File: config.mk
export PLATFORM = sky130hd
export DESIGN_NAME = fir_xifu_issue_buffer_flat
export DESIGN_NICKNAME = d
export VERILOG_FILES = /design/src/rtl/fir_xifu_pkg.sv /design/src/rtl/fir_xifu_issue_buffer_if.sv /design/src/rtl/fir_xifu_issue_buffer.sv /design/src/flat_wrapper.sv
export SDC_FILE = /design/constraint.sdc
export NUM_CORES = 1
export LEC_CHECK = 0
export ABC_AREA = 1
export CORE_UTILIZATION = 44
export CTS_CLUSTER_SIZE = 12
export DETAILED_ROUTE_END_ITERATION = 10
export HOLD_SLACK_MARGIN = 0.05
export PLACE_DENSITY_LB_ADDON = 0.08
export SYNTH_ARGS = -nofsm -noshare
export SYNTH_HDL_FRONTEND = slang
export SYNTH_SLANG_ARGS = --single-unit
export TNS_END_PERCENT = 50
File: constraint.sdc
create_clock -name clk_i -period 1.8 [get_ports clk_i]
set_input_delay 0.54 -clock clk_i [delete_from_list [all_inputs] [get_ports clk_i]]
set_output_delay 0.54 -clock clk_i [all_outputs]
set_load 0.05 [all_outputs]
File: src/rtl/fir_xifu_pkg.sv
// fir_xifu_pkg: shared constants, issue-entry type and predecode helper for the FIR XIFU
// Contents:
//   OPC_CUSTOM0/OPC_CUSTOM1  opcodes claimed by the XIFU
//   XID_MAX                  storage width of an instruction id (ids are zero-extended to it)
//   issue_entry_t            one buffered issue transaction
//   predec_t                 predecode result {accept, writeback, loadstore}
//   fir_xifu_predecode       combinational opcode/funct3 predecode
package fir_xifu_pkg;

    localparam logic [6:0] OPC_CUSTOM0 = 7'h0B;
    localparam logic [6:0] OPC_CUSTOM1 = 7'h2B;
    localparam int XID_MAX = 8;

    typedef struct packed {
        logic [31:0]        instr;
        logic [31:0]        rs0;
        logic [31:0]        rs1;
        logic [XID_MAX-1:0] id;
        logic               valid;
    } issue_entry_t;

    typedef struct packed {
        logic accept;
        logic writeback;
        logic loadstore;
    } predec_t;

    function automatic predec_t fir_xifu_predecode(input logic [6:0] opc, input logic [2:0] funct3);
        predec_t p;
        p.accept    = opc == OPC_CUSTOM0 || opc == OPC_CUSTOM1;
        p.loadstore = opc == OPC_CUSTOM1;
        p.writeback = opc == OPC_CUSTOM0 && funct3 != 3'b111;
        return p;
    endfunction

endpackage

File: src/rtl/fir_xifu_issue_buffer_if.sv
// fir_xifu_issue_buffer_if: XIF issue/commit channels plus the buffered output toward ID
// Signals:
//   issue_*   core issue request, operands, id and the accept/ready response
//   commit_*  commit channel (only kills are acted on)
//   out_*     head entry presented to the ID stage with valid/ready handshake
// Modports: master = core/ID side, slave = issue buffer.
interface fir_xifu_issue_buffer_if #(
    parameter int X_ID_WIDTH = 4
);
    logic                  issue_valid_i;
    logic                  issue_ready_o;
    logic [31:0]           issue_instr_i;
    logic [31:0]           issue_rs0_i;
    logic [31:0]           issue_rs1_i;
    logic [1:0]            issue_rs_valid_i;
    logic [X_ID_WIDTH-1:0] issue_id_i;
    logic                  issue_accept_o;
    logic                  issue_writeback_o;
    logic                  issue_loadstore_o;
    logic                  commit_valid_i;
    logic [X_ID_WIDTH-1:0] commit_id_i;
    logic                  commit_kill_i;
    logic                  out_valid_o;
    logic                  out_ready_i;
    logic [31:0]           out_instr_o;
    logic [31:0]           out_rs0_o;
    logic [31:0]           out_rs1_o;
    logic [X_ID_WIDTH-1:0] out_id_o;

    modport master (
        output issue_valid_i, issue_instr_i, issue_rs0_i, issue_rs1_i, issue_rs_valid_i, issue_id_i,
        input  issue_ready_o, issue_accept_o, issue_writeback_o, issue_loadstore_o,
        output commit_valid_i, commit_id_i, commit_kill_i,
        input  out_valid_o, out_instr_o, out_rs0_o, out_rs1_o, out_id_o,
        output out_ready_i
    );

    modport slave (
        input  issue_valid_i, issue_instr_i, issue_rs0_i, issue_rs1_i, issue_rs_valid_i, issue_id_i,
        output issue_ready_o, issue_accept_o, issue_writeback_o, issue_loadstore_o,
        input  commit_valid_i, commit_id_i, commit_kill_i,
        output out_valid_o, out_instr_o, out_rs0_o, out_rs1_o, out_id_o,
        input  out_ready_i
    );

endinterface

File: src/rtl/fir_xifu_issue_buffer.sv
// fir_xifu_issue_buffer: XIF issue decoupling FIFO in front of the FIR XIFU ID stage
// Ports:
//   clk_i    clock
//   rst_i    synchronous active-high reset
//   clear_i  synchronous flush of all entries, wins over push/pop/kill
//   bus      issue/commit/out channels (slave side)
//   count_o  current occupancy
module fir_xifu_issue_buffer
    import fir_xifu_pkg::*;
#(
    parameter int DEPTH      = 2,
    parameter int X_ID_WIDTH = 4
) (
    input  logic                     clk_i,
    input  logic                     rst_i,
    input  logic                     clear_i,
    fir_xifu_issue_buffer_if.slave   bus,
    output logic [$clog2(DEPTH):0]   count_o
);

    localparam int PW = $clog2(DEPTH);
    localparam int CW = PW + 1;

    issue_entry_t    entries_q [DEPTH];
    issue_entry_t    entries_d [DEPTH];
    logic [PW-1:0]   head_q, head_d, tail_q, tail_d;
    logic [CW-1:0]   count_q, count_d;
    predec_t         pd;
    issue_entry_t    head;
    logic [XID_MAX-1:0] kill_id, push_id;
    logic            full, push, pop, discard, advance, kill;

    assign pd      = fir_xifu_predecode(bus.issue_instr_i[6:0], bus.issue_instr_i[14:12]);
    assign head    = entries_q[head_q];
    assign full    = count_q == CW'(DEPTH);
    assign kill    = bus.commit_valid_i && bus.commit_kill_i;
    assign kill_id = XID_MAX'(bus.commit_id_i);
    assign push_id = XID_MAX'(bus.issue_id_i);

    // Non-XIFU instructions are rejected immediately; ready never looks at out_ready_i.
    assign bus.issue_ready_o     = !pd.accept || (!full && bus.issue_rs_valid_i == 2'b11);
    assign bus.issue_accept_o    = pd.accept;
    assign bus.issue_writeback_o = pd.writeback;
    assign bus.issue_loadstore_o = pd.loadstore;

    assign push    = bus.issue_valid_i && bus.issue_ready_o && pd.accept;
    assign pop     = bus.out_valid_o && bus.out_ready_i;
    // A killed entry reaching the head is dropped without ever being presented.
    assign discard = count_q != '0 && !head.valid;
    assign advance = pop || discard;

    assign bus.out_valid_o = count_q != '0 && head.valid;
    assign bus.out_instr_o = head.instr;
    assign bus.out_rs0_o   = head.rs0;
    assign bus.out_rs1_o   = head.rs1;
    assign bus.out_id_o    = head.id[X_ID_WIDTH-1:0];
    assign count_o         = count_q;

    always_comb begin
        entries_d = entries_q;
        for (int i = 0; i < DEPTH; i++)
            if (kill && entries_q[i].id == kill_id) entries_d[i].valid = 1'b0;
        // The tail slot is free, so the push write never collides with a kill above.
        if (push)
            entries_d[tail_q] = '{instr: bus.issue_instr_i, rs0: bus.issue_rs0_i, rs1: bus.issue_rs1_i,
                                  id: push_id, valid: !(kill && push_id == kill_id)};
        if (clear_i) entries_d = '{default: '0};
        head_d  = clear_i ? '0 : head_q + PW'(advance);
        tail_d  = clear_i ? '0 : tail_q + PW'(push);
        count_d = clear_i ? '0 : count_q + CW'(push) - CW'(advance);
    end

    always_ff @(posedge clk_i) begin
        if (rst_i) begin
            entries_q <= '{default: '0};
            head_q    <= '0;
            tail_q    <= '0;
            count_q   <= '0;
        end else begin
            entries_q <= entries_d;
            head_q    <= head_d;
            tail_q    <= tail_d;
            count_q   <= count_d;
        end
    end

endmodule

File: src/flat_wrapper.sv
// flat-port wrapper written by rule: the top's interface ports become plain ports
module fir_xifu_issue_buffer_flat import fir_xifu_pkg::*;
#(
    parameter int DEPTH      = 2,
    parameter int X_ID_WIDTH = 4
)
  (clk_i, rst_i, clear_i, count_o, bus_issue_valid_i, bus_issue_instr_i, bus_issue_rs0_i, bus_issue_rs1_i, bus_issue_rs_valid_i, bus_issue_id_i, bus_issue_ready_o, bus_issue_accept_o, bus_issue_writeback_o, bus_issue_loadstore_o, bus_commit_valid_i, bus_commit_id_i, bus_commit_kill_i, bus_out_valid_o, bus_out_instr_o, bus_out_rs0_o, bus_out_rs1_o, bus_out_id_o, bus_out_ready_i);
  fir_xifu_issue_buffer_if #(.X_ID_WIDTH(X_ID_WIDTH)) bus_i ();
  input  logic clk_i;
  input  logic rst_i;
  input  logic clear_i;
  output logic [$clog2(DEPTH):0] count_o;
  input wire logic [$bits(bus_i.issue_valid_i)-1:0] bus_issue_valid_i;
  input wire logic [$bits(bus_i.issue_instr_i)-1:0] bus_issue_instr_i;
  input wire logic [$bits(bus_i.issue_rs0_i)-1:0] bus_issue_rs0_i;
  input wire logic [$bits(bus_i.issue_rs1_i)-1:0] bus_issue_rs1_i;
  input wire logic [$bits(bus_i.issue_rs_valid_i)-1:0] bus_issue_rs_valid_i;
  input wire logic [$bits(bus_i.issue_id_i)-1:0] bus_issue_id_i;
  output wire logic [$bits(bus_i.issue_ready_o)-1:0] bus_issue_ready_o;
  output wire logic [$bits(bus_i.issue_accept_o)-1:0] bus_issue_accept_o;
  output wire logic [$bits(bus_i.issue_writeback_o)-1:0] bus_issue_writeback_o;
  output wire logic [$bits(bus_i.issue_loadstore_o)-1:0] bus_issue_loadstore_o;
  input wire logic [$bits(bus_i.commit_valid_i)-1:0] bus_commit_valid_i;
  input wire logic [$bits(bus_i.commit_id_i)-1:0] bus_commit_id_i;
  input wire logic [$bits(bus_i.commit_kill_i)-1:0] bus_commit_kill_i;
  output wire logic [$bits(bus_i.out_valid_o)-1:0] bus_out_valid_o;
  output wire logic [$bits(bus_i.out_instr_o)-1:0] bus_out_instr_o;
  output wire logic [$bits(bus_i.out_rs0_o)-1:0] bus_out_rs0_o;
  output wire logic [$bits(bus_i.out_rs1_o)-1:0] bus_out_rs1_o;
  output wire logic [$bits(bus_i.out_id_o)-1:0] bus_out_id_o;
  input wire logic [$bits(bus_i.out_ready_i)-1:0] bus_out_ready_i;
  assign bus_i.issue_valid_i = bus_issue_valid_i;
  assign bus_i.issue_instr_i = bus_issue_instr_i;
  assign bus_i.issue_rs0_i = bus_issue_rs0_i;
  assign bus_i.issue_rs1_i = bus_issue_rs1_i;
  assign bus_i.issue_rs_valid_i = bus_issue_rs_valid_i;
  assign bus_i.issue_id_i = bus_issue_id_i;
  assign bus_issue_ready_o = bus_i.issue_ready_o;
  assign bus_issue_accept_o = bus_i.issue_accept_o;
  assign bus_issue_writeback_o = bus_i.issue_writeback_o;
  assign bus_issue_loadstore_o = bus_i.issue_loadstore_o;
  assign bus_i.commit_valid_i = bus_commit_valid_i;
  assign bus_i.commit_id_i = bus_commit_id_i;
  assign bus_i.commit_kill_i = bus_commit_kill_i;
  assign bus_out_valid_o = bus_i.out_valid_o;
  assign bus_out_instr_o = bus_i.out_instr_o;
  assign bus_out_rs0_o = bus_i.out_rs0_o;
  assign bus_out_rs1_o = bus_i.out_rs1_o;
  assign bus_out_id_o = bus_i.out_id_o;
  assign bus_i.out_ready_i = bus_out_ready_i;
  fir_xifu_issue_buffer #(.DEPTH(DEPTH), .X_ID_WIDTH(X_ID_WIDTH)) u_core (.clk_i(clk_i), .rst_i(rst_i), .clear_i(clear_i), .bus(bus_i), .count_o(count_o));
endmodule
Figure 1. Signal wires on met2 (run 1).
Scale bar: 50 um.
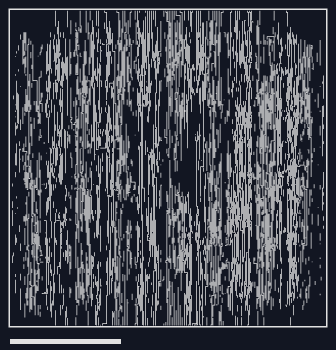
nets with wire on the layer: 1,372
longest straight run: 52.0 um
share of all routed wire: 49%
total number of vias: 9,413
met2 Usage GRT: 42.7%
final wirelength: 30.4 mm

Figure 2. Clock network drawn from the DEF (run 1).
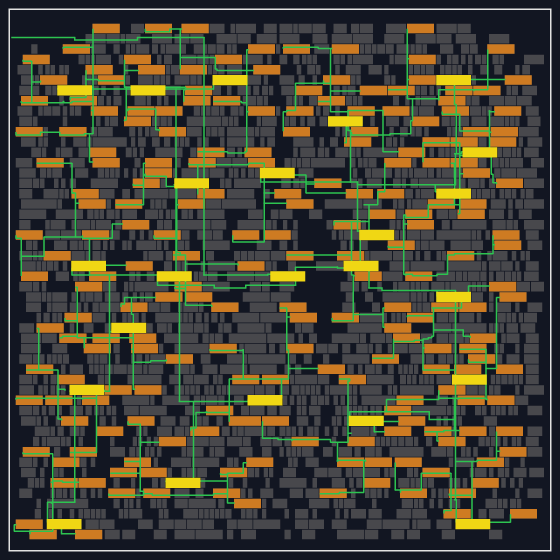
[clock wires] green | length: 2,590 um
[flip-flops] orange | count: 206
[clock drivers] yellow | count: 23
flops lie: widely spread
worst-case clock skew: 0.00586 ns
clock latency on the worst-skew pair: 0.50 ns
Clk. pwr: 4.50 mW
clock power share: 46.9%

Figure 3. Supply network (run 1).
Pins as bars on the die edge. Tap cells in grey.
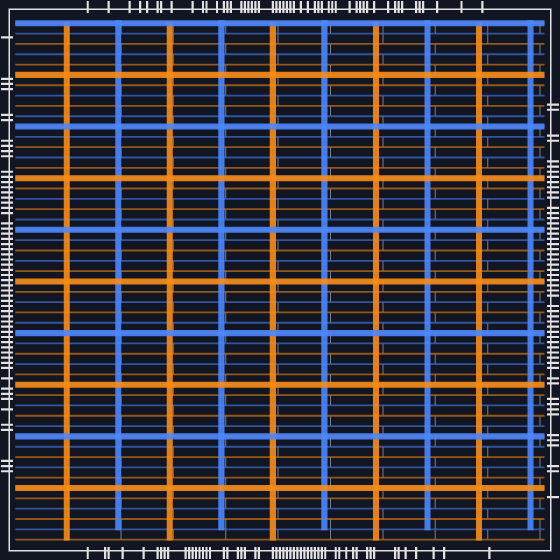
| net | colour |
|---|---|
| VDD | blue |
| VSS | orange |
rows: 50
tap cells: 260
signal pins: 220

-- run 1: tightest hold or removal path, delay by kind of cell --
kind,cells,cell delay (ns)
buffers and inverters,1,0.11
AND/OR/NAND/NOR,1,0.06
AND-OR/OR-AND,1,0.05
-- run 1: sequential cells by signal (all words and copies together), names as in the netlist --
signal and cells:
u_core.count_o 2, u_core.entries_q 202, u_core.head_q 1, u_core.tail_q 1
-- run 1: cell type report --
cell class,count,area (um^2)
multi-input combinational,962,4870
fill,1421,4580
timing repair buffer,322,4190
sequential,206,4130
clock buffer,35,671
tap,260,325
inverter,33,161
clock inverter,2,35.0
-- run 1: stage by stage --
| stage | power [mW] | cells | util [%] |
|---|---|---|---|
| finish | 9.59 | 1820 | 75.8 |
| global route | 9.84 | 1820 | 75.8 |
| CTS | 9.62 | 1782 | 66.7 |
| detailed placement | 5.16 | 1741 | 60.4 |
| global placement | 5.16 | 1741 | 60.4 |
| floorplan | 4.78 | 1287 | - |
-- run 1: path summary, 6_finish.rpt --
path                                         endpoint  slack [ns]  cells after the start
worst max-delay path                 bus_out_rs0_o[0]       -0.35                      6
worst min-delay path            u_core.entries_q[179]        0.30                      3
worst max register to register      u_core.count_o[1]       -0.10                     11
worst min register to register   u_core.entries_q[47]        0.46                      2
-- run 1: routing by layer --
layer | vias to the layer above | global-route usage [%] | part of all wire (%) | wire [um]
li1 | 4575 | - | - | -
met3 | 68 | 4.85 | 7.1 | 2150
met5 | - | 0 | 0 | 0
met1 | 4449 | 30.7 | 40 | 12300
met4 | 0 | 7.02 | 3.2 | 961
met2 | 321 | 42.7 | 49 | 15000
-- run 1: logic make-up after synthesis --
kind of cell             count (synthesis)  synth area share, %
AND-OR/OR-AND                          230                 13.4
XOR/XNOR                                 3                0.304
adder cells (fa/ha/maj)                  4                0.579
buffers and inverters                  119                 5.96
flip-flops                             206                 47.7
AND/OR/NAND/NOR                        725                 32.1
-- run 1: Yosys cell counts, drive strengths merged --
master and count:
nand2 695, inv 32, nand3 5, a21oi 202, a311oi 1, buf 47, or2 2, xnor2 1
nor3 1, nor2 22, ha 4, xor2 2, clkinv 1, o21ai 27, clkbuf 39, dfxtp 206
-- run 1: report_power, final --
part / switching, mW / total (mW) / internal (mW)
logic: 0.242 / 0.536 / 0.295
registers: 0.000844 / 4.56 / 4.56
clock network: 1.82 / 4.50 / 2.68
-- run 1: timing repair --
item | 4_1_cts | 5_1_grt
pin swaps | 16 | 78
gates cloned | 0 | 29
resized | 166 | 292
buffers inserted | 5 | 11
setup endpoints to repair | 305 | 299
==> results.yml, run 1 <==
# physical design summary
cells_and_area:
  antenna_cells: 0
  num-nets-final: 1665
  stdcell_area_um2: 14400
min_path:
  min_path_type: "in -> reg"
  min-delay-start: "bus_issue_instr_i[1]"
pwr:
  p_leak_nw: 5.78
worst_setup_path:
  worstPathArrival_ns: 1.61
  r2r-start: "u_core.head_q"
  crit_buf_inv: 4
  worstSetupEndpointType: "output port"
  cpPeakStageDelay_ns: 0.42
routing:
  viasPerCell: 5.17
  postRouteAntennaNets: 0
  drc: 0
grt:
  grt_antenna_before_repair: 0
  overflow: 0
  grtUsageTotal_pct: 24.5
placed_design:
  place_area_um2: 11500
cts:
  cts_buffers: 23
  cts_max_level: 1
  path_clk_slew_ns: 0.06
  cts_tree: "done"
floorplanning:
  fp-utilization_pct: 45.6
  die-area_um2: 20200
  io_pins: 220
  die_h_um: 142
  die_w_um: 142
timing:
  fmax_mhz: 466
  rsz0062_at_grt: "true"
  slew_headroom_pct: 82.0
  timing.hold.ws_ns: 0.302
  timing.final.ws_setup_ns: -0.347
  setup_viol: 185
yosys:
  area_leaders: "dfxtp_1, nand2_1, a21oi_1, buf_2, clkbuf_1"
  netlist.area_leader.share_pct: 47.7
  largest_area_cell: "dfxtp_1"
  synthesis.area_um2: 8650
  ys.flops: 206
  synthesis.nets: 1404
run_status:
  outcome: "finished with violations"
  violations: "negative setup slack"
run:
  warnings: 30
Figure 4. Placement view (run 1).
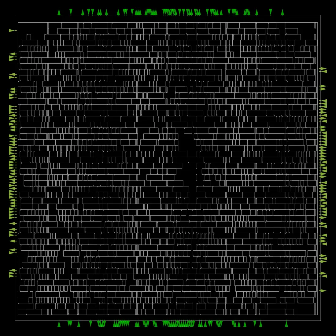

==> run 2, diff against run 1 <==
--- a/config.mk
+++ b/config.mk
@@ -6,6 +6,7 @@
 export NUM_CORES = 1
 export LEC_CHECK = 0
 export ABC_AREA = 1
+export CAP_MARGIN = 20
 export CORE_UTILIZATION = 44
 export CTS_CLUSTER_SIZE = 12
 export DETAILED_ROUTE_END_ITERATION = 10
==> constraint.sdc (replaced) <==
create_clock -name clk_i -period 1.88 [get_ports clk_i]
set_input_delay 0.564 -clock clk_i [delete_from_list [all_inputs] [get_ports clk_i]]
set_output_delay 0.564 -clock clk_i [all_outputs]
set_load 0.05 [all_outputs]
Figure 5. Placement view (run 2).
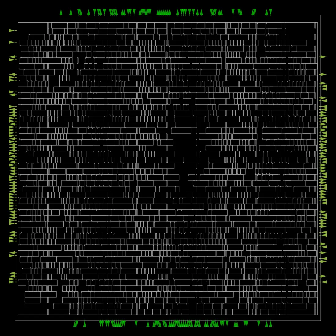
tap cells: 260
# fillers: 1,600
Core Rows: 50

==> run 2 against run 1 <==
Against the previous run:
- the run still ends with negative setup slack left
- sequential power down 4%
- hold slack better by 0.015 ns
- utilization fell by 4.8 points
- sequential share of layout area increased by 1.9 points
- global-route usage grew 1.1 points
- register-to-register slack got worse by 0.06 ns
- synthesized area unchanged
- largest power group unchanged
- first-iteration DRC count decreased by 4.6%
- die area is the same
==> results.yml, run 2 <==
# physical design summary
run_status:
  outcome: "finished with violations"
  violations: "negative setup slack"
floorplanning:
  fp-utilization_pct: 45.6
  io_pins: 220
  die-area_um2: 20200
  die_w_um: 142
timing:
  timing.final.ws_setup_ns: -0.314
  setup_viol: 106
  fmax_mhz: 456
yosys:
  netlist.area_leader.share_pct: 47.7
  area_leaders: "dfxtp_1, nand2_1, a21oi_1, buf_2, clkbuf_1"
  synthesis.nets: 1404
  ys.flops: 206
  common_cells: "nand2_1, dfxtp_1, a21oi_1"
  async_flop_share_pct: 0
cts:
  cts_buffers: 22
  cts_tree: "done"
routing:
  viasPerCell: 5.07
  vias: 9080
  wirelength_mm: 28.1
cells_and_area:
  num-nets-final: 1638
  largest_reg_flops: 202
  regMostFlops: "u_core.entries_q"
  postLayoutCoreUtil_pct: 71.0
grt:
  grtUsageTotal_pct: 25.7
  grt_antenna_before_repair: 2
  overflow: 0
run:
  warnings: 30
placed_design:
  dp_cells: 1725
  place_area_um2: 11300
worst_setup_path:
  worstPathArrival_ns: 1.63
[run 2: power breakdown]
| part | switching [mW] | internal (mW) |
|---|---|---|
| clock network | 1.68 | 2.50 |
| logic | 0.209 | 0.268 |
| registers | 0.000679 | 4.36 |
| total | 1.89 | 7.13 |
[run 2: final timing paths]
kind | end | slack [ns] | depth (start not counted)
worst min-delay path | u_core.entries_q[77] | 0.32 | 3
worst max register to register | u_core.count_o[1] | -0.16 | 13
worst min register to register | u_core.entries_q[152] | 0.46 | 2
worst max-delay path | bus_out_id_o[1] | -0.31 | 5
[run 2: area by class of cell]
| class | instances | area [um^2] | area share [%] |
|---|---|---|---|
| Clock buffer | 31 | 646 | 4.80 |
| Multi-Input combinational cell | 962 | 4430 | 32.9 |
| Sequential cell | 206 | 4130 | 30.7 |
| Timing Repair Buffer | 294 | 3710 | 27.6 |
| Clock inverter | 3 | 40.0 | 0.297 |
| Tap cell | 260 | 325 | 2.42 |
| Inverter | 33 | 156 | 1.16 |
| Timing Repair inverter | 2 | 27.5 | 0.204 |
[run 2: worst max-delay path, cell delays in order (launching register included)]
cell,delay (ns)
dfxtp_4,0.38
buf_12,0.14
buf_12,0.14
clkbuf_16,0.17
o21ai_4,0.15
buf_12,0.15
[run 2: kinds of logic (layout without fill, tap and decap cells)]
family | after synthesis | count (layout) | share of synthesized area (%)
AND-OR/OR-AND | 230 | 230 | 13.4
XOR/XNOR | 3 | 3 | 0.304
adder cells (fa/ha/maj) | 4 | 4 | 0.579
buffers and inverters | 119 | 363 | 5.96
flip-flops | 206 | 206 | 47.7
AND/OR/NAND/NOR | 725 | 725 | 32.1
[run 2: metrics by stage]
stage | hold WS (ns) | TNS, ns | total power, mW | worst slack [ns]
2_1_floorplan | 0.436 | -17.87 | 4.58 | -0.393
3_3_place_gp | 0.446 | -99.01 | 4.92 | -0.649
3_5_place_dp | 0.450 | -102.02 | 4.92 | -0.655
4_1_cts | 0.307 | -29.77 | 9.10 | -0.340
5_1_grt | 0.316 | -32.99 | 9.28 | -0.357
6_report | 0.317 | -27.80 | 9.02 | -0.314
[run 2: layer usage]
layer	vias to the layer above	global-route usage, %	share of wire, %	wire length (um)
li1	4508	-	-	-
met1	4265	31.6	42	11700
met2	263	45.0	49	13800
met3	44	5.65	6.9	1940
met4	0	6.85	2.2	612
met5	-	0	0	0
[run 2: what timing repair did]
item	in CTS	in global routing
pin swaps	17	44
cloned	8	12
setup endpoints to repair	181	147
buffers inserted	9	5
resized	216	92
Power figures rest on the tool's default switching activity, not on a simulated workload.
